===== src/rtl/fetch_queue_if.sv =====
// Fetch-stage bus bundle: instruction-memory read port plus ready/valid decode port.
// master = fetch_queue side, slave = memory/decode side.
interface fetch_queue_if #(
  parameter int ADDR_WIDTH = 9,
  parameter int DATA_WIDTH = 32
);
  logic                  mem_en;
  logic [ADDR_WIDTH-1:0] mem_addr;
  logic [DATA_WIDTH-1:0] mem_data;
  logic                  out_valid;
  logic                  out_ready;
  logic [DATA_WIDTH-1:0] out_pc;
  logic [DATA_WIDTH-1:0] out_ir;

  modport master (
    output mem_en, mem_addr, out_valid, out_pc, out_ir,
    input  mem_data, out_ready
  );
  modport slave (
    input  mem_en, mem_addr, out_valid, out_pc, out_ir,
    output mem_data, out_ready
  );
endinterface


===== src/rtl/fetch_queue.sv =====
// Decoupled instruction fetch with DEPTH-entry prefetch queue, PC tagging and redirect squash.
// Optional FETCH_PERF_EN adds perf_fetched / perf_squashed counters.
module fetch_queue #(
  parameter int                    ADDR_WIDTH = 9,
  parameter int                    DATA_WIDTH = 32,
  parameter logic [DATA_WIDTH-1:0] BOOT_ADDR  = '0,
  parameter int                    DEPTH      = 4
) (
  input  logic                    clk,
  input  logic                    rst,
  input  logic                    redirect,
  input  logic [DATA_WIDTH-1:0]   target,
  fetch_queue_if.master           bus,
  output logic [$clog2(DEPTH):0]  level
`ifdef FETCH_PERF_EN
  ,
  output logic [31:0]             perf_fetched,
  output logic [31:0]             perf_squashed
`endif
);
  localparam int PW = $clog2(DEPTH);

  logic [DATA_WIDTH-1:0]            fpc;
  logic [DATA_WIDTH-1:0]            inflight_pc;
  logic                             inflight;
  logic [DEPTH-1:0][DATA_WIDTH-1:0] q_pc;
  logic [DEPTH-1:0][DATA_WIDTH-1:0] q_ir;
  logic [PW-1:0]                    rd_ptr;
  logic [PW-1:0]                    wr_ptr;
  logic                             transfer;
  logic                             issue;
  logic                             push;

  assign bus.out_valid = !rst && (level != '0);
  assign transfer      = bus.out_valid && bus.out_ready;
  // Credit: the in-flight word already owns a slot, so count it against free space.
  assign issue         = !rst && !redirect &&
                         ((({1'b0, level} + (PW+2)'(inflight)) < (PW+2)'(DEPTH)) || transfer);
  assign push          = inflight && !redirect && !rst;
  assign bus.mem_en    = issue;
  assign bus.mem_addr  = fpc[ADDR_WIDTH-1:0];
  assign bus.out_pc    = bus.out_valid ? q_pc[rd_ptr] : '0;
  assign bus.out_ir    = bus.out_valid ? q_ir[rd_ptr] : '0;

  always_ff @(posedge clk) begin
    if (rst) begin
      fpc         <= BOOT_ADDR;
      inflight    <= 1'b0;
      inflight_pc <= '0;
      rd_ptr      <= '0;
      wr_ptr      <= '0;
      level       <= '0;
    end else if (redirect) begin
      fpc      <= target;
      inflight <= 1'b0;
      rd_ptr   <= '0;
      wr_ptr   <= '0;
      level    <= '0;
    end else begin
      if (issue) begin
        fpc         <= fpc + DATA_WIDTH'(1);
        inflight_pc <= fpc;
      end
      inflight <= issue;
      if (push)     wr_ptr <= wr_ptr + PW'(1);
      if (transfer) rd_ptr <= rd_ptr + PW'(1);
      level <= level + (PW+1)'(push) - (PW+1)'(transfer);
    end
  end

  // Payload storage needs no reset; level gates visibility.
  always_ff @(posedge clk) begin
    if (push) begin
      q_pc[wr_ptr] <= inflight_pc;
      q_ir[wr_ptr] <= bus.mem_data;
    end
  end

`ifdef FETCH_PERF_EN
  always_ff @(posedge clk) begin
    if (rst) begin
      perf_fetched  <= '0;
      perf_squashed <= '0;
    end else begin
      if (transfer) perf_fetched <= perf_fetched + 32'd1;
      if (redirect) perf_squashed <= perf_squashed + 32'(level) - 32'(transfer) + 32'(inflight);
    end
  end
`endif
endmodule


===== src/flat_wrapper.sv =====
// flat-port wrapper written by rule: the top's interface ports become plain ports
module fetch_queue_flat 
#(
  parameter int                    ADDR_WIDTH = 9,
  parameter int                    DATA_WIDTH = 32,
  parameter logic [DATA_WIDTH-1:0] BOOT_ADDR  = '0,
  parameter int                    DEPTH      = 4
)
  (clk, rst, redirect, target, level, bus_mem_en, bus_mem_addr, bus_out_valid, bus_out_pc, bus_out_ir, bus_mem_data, bus_out_ready);
  fetch_queue_if #(.ADDR_WIDTH(ADDR_WIDTH), .DATA_WIDTH(DATA_WIDTH)) bus_i ();
  input  logic clk;
  input  logic rst;
  input  logic redirect;
  input  logic [DATA_WIDTH-1:0] target;
  output logic [$clog2(DEPTH):0] level;
  output wire logic [$bits(bus_i.mem_en)-1:0] bus_mem_en;
  output wire logic [$bits(bus_i.mem_addr)-1:0] bus_mem_addr;
  output wire logic [$bits(bus_i.out_valid)-1:0] bus_out_valid;
  output wire logic [$bits(bus_i.out_pc)-1:0] bus_out_pc;
  output wire logic [$bits(bus_i.out_ir)-1:0] bus_out_ir;
  input wire logic [$bits(bus_i.mem_data)-1:0] bus_mem_data;
  input wire logic [$bits(bus_i.out_ready)-1:0] bus_out_ready;
  assign bus_mem_en = bus_i.mem_en;
  assign bus_mem_addr = bus_i.mem_addr;
  assign bus_out_valid = bus_i.out_valid;
  assign bus_out_pc = bus_i.out_pc;
  assign bus_out_ir = bus_i.out_ir;
  assign bus_i.mem_data = bus_mem_data;
  assign bus_i.out_ready = bus_out_ready;
  fetch_queue #(.ADDR_WIDTH(ADDR_WIDTH), .DATA_WIDTH(DATA_WIDTH), .BOOT_ADDR(BOOT_ADDR), .DEPTH(DEPTH)) u_core (.clk(clk), .rst(rst), .redirect(redirect), .target(target), .bus(bus_i), .level(level));
endmodule

===== config.mk =====
export PLATFORM = sky130hd
export DESIGN_NAME = fetch_queue_flat
export DESIGN_NICKNAME = d
export VERILOG_FILES = /design/src/rtl/fetch_queue_if.sv /design/src/rtl/fetch_queue.sv /design/src/flat_wrapper.sv
export SDC_FILE = /design/constraint.sdc
export NUM_CORES = 1
export LEC_CHECK = 0
export ABC_AREA = 1
export CAP_MARGIN = 5
export CORE_MARGIN = 4
export CORE_UTILIZATION = 50
export CTS_BUF_LIST = sky130_fd_sc_hd__clkbuf_8
export DETAILED_ROUTE_END_ITERATION = 8
export PLACE_DENSITY = 0.69
export SLEW_MARGIN = 20
export SYNTH_ARGS = -nofsm -noshare
export SYNTH_HDL_FRONTEND = slang
export SYNTH_SLANG_ARGS = --single-unit

===== constraint.sdc =====
create_clock -name clk -period 12.5 [get_ports clk]
set_clock_uncertainty 0.2 [all_clocks]
set_input_delay 1.25 -clock clk [delete_from_list [all_inputs] [get_ports clk]]
set_output_delay 1.25 -clock clk [all_outputs]
set_load 0.02 [all_outputs]

met1.png
Supply wires on this layer in grey.
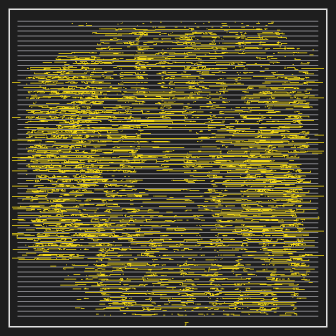
main direction: horizontal
wire length on this layer: 14400 um
nets with wire on the layer: 1465
longest straight run: 46.7 um
WL final: 31480 um
grt met1 use: 0.2880
vias: 9945

final_clocks.png
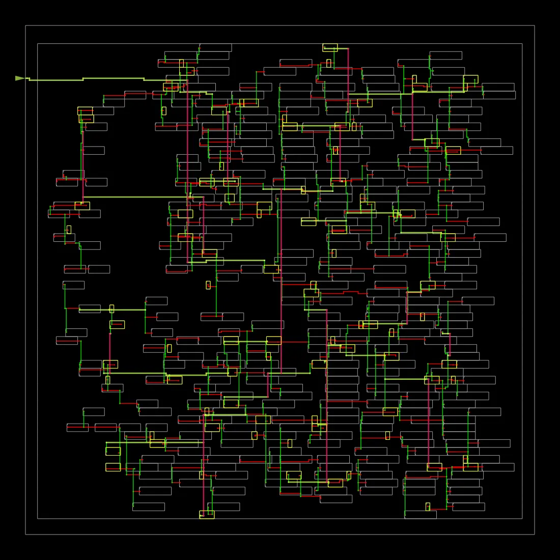
Power Clock: 792 uW
Clock Latency Late Sink: 0.56 ns
Clock Sinks: 328
registers: 328
clock buf count: 54

zoom.png
Scale bar: 10 um. Window x 72 to 102, y 72 to 102 um. Cells in grey, sequential cells in the stronger grey; small squares are vias.
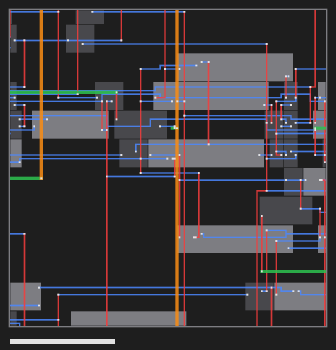
[blue] met1
[red] met2
[green] met3
[orange] met4
netlist names of flops here include: `u_core.q_pc` (5), `u_core.inflight_pc` (1)
sequential cells in the window: 6
cells with their middle in the window: 19
most frequent: edfxtp_1 (5), nor2_1 (4), buf_4 (4)

met4.png
Supply wires on this layer in grey.
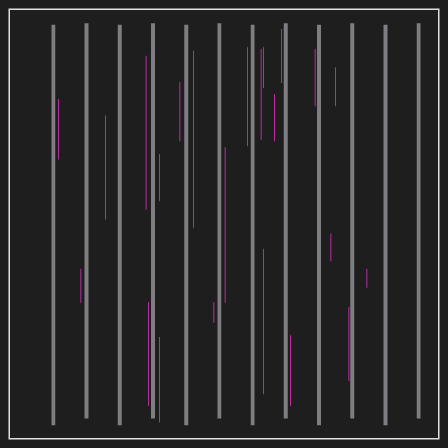
longest straight run: 72.1 um
main direction: vertical

==> critical path, cell delays in order <==
cell and delay [ns]:
clkdlybuf4s50_1 1.11, inv_2 0.58, nand2_2 0.21, buf_4 0.57
a21oi_1 0.12, clkdlybuf4s50_1 0.58
==> metrics by stage <==
stage                     cell area (sq um)  std cells  hold slack, ns  total power, mW
after detailed placement              15570       1839          0.2931            1.326
after CTS                             16470       1932          0.2960            2.113
after floorplan                       13920       1394          0.2605            1.279
after global routing                  16470       1932          0.3120            2.181
final                                 16470       1932          0.2894            2.096
after global placement                15570       1839          0.2877            1.324
==> routing by layer <==
| metal | vias up | track usage | share of wire |
|---|---|---|---|
| met5 | - | 0 | 0 |
| met4 | 0 | 0.05925 | 0.023 |
| met3 | 53 | 0.03375 | 0.061 |
| met2 | 334 | 0.3231 | 0.46 |
| met1 | 4587 | 0.2880 | 0.46 |
| li1 | 4971 | - | - |
==> synth_stat cells <==
| library cell | instances |
|---|---|
| nor2_2 | 8 |
| xor2_1 | 3 |
| fa_1 | 1 |
| nand3_1 | 93 |
| o21a_1 | 1 |
| buf_4 | 15 |
| ha_1 | 8 |
| o21ai_0 | 138 |
| buf_1 | 14 |
| nor2_4 | 2 |
| nand3_4 | 1 |
| xnor2_1 | 1 |
| nand3b_1 | 1 |
| clkbuf_1 | 33 |
| a21oi_1 | 84 |
| nand2_4 | 4 |
| nand2_2 | 6 |
| buf_2 | 21 |
| inv_2 | 6 |
| o21ai_1 | 28 |
| a21oi_2 | 1 |
| nand3_2 | 3 |
| edfxtp_1 | 256 |
| nor2_1 | 334 |
| dfxtp_1 | 72 |
| nor2_8 | 2 |
| nand4_1 | 5 |
| nand2_1 | 185 |
| a31oi_1 | 1 |
| a21boi_1 | 1 |
| inv_1 | 66 |
==> metrics.cfg <==
[run_status]
status = finished, final reports clean

[synthesis]
syn_inst = 1394
ys_warn_count = 0
ys_cells = 1394
ys_ff = 328
synthSimpleGateAreaFrac = 0.1935
synth-adder-area-share = 0.008626
yosysTopAreaCell = edfxtp_1
avgSynthCellArea_sq_um = 9.989

[clock_tree]
h-tree-depth = 2
cts_buffer_depth = 3

[floorplanning]
coreArea_sq_um = 27180
nWellTaps = 372

[layout]
drive_gt1_frac = 0.07051
largest_class = sequential cells
logic_area_sq_um = 4164
inv_count = 72
sh_comb_area = 0.2528
register_area_sq_um = 9134
largestRegisters = u_core.q_ir x128, u_core.q_pc x128
final_cell_mix = 330 x nor2_1, 256 x edfxtp_1, 184 x nand2_1

[min_path]
min_path_cells = 0
whs_endpoint = u_core.q_pc[44]
hold_path.class = reg -> reg

[sta]
slew_headroom = 0.3501

[grt]
grt_pass1_vias = 9564
grt_use_total = 0.2021

[routing]
drt_first_pass_iters = 5
viasPerCell = 5.148

[power_and_ir_drop]
combPwrFrac = 0.046
power-top-group = sequential cells
p_clk_frac = 0.378

[setup_path]
r2r_slack_ns = 9.66
path_max_fanout = 64
worstPathRequired_ns = 11.05

[placed_design]
place_congestion = 0.9105
dp_hpwl_um = 19160

Power and IR drop assume default switching activity.
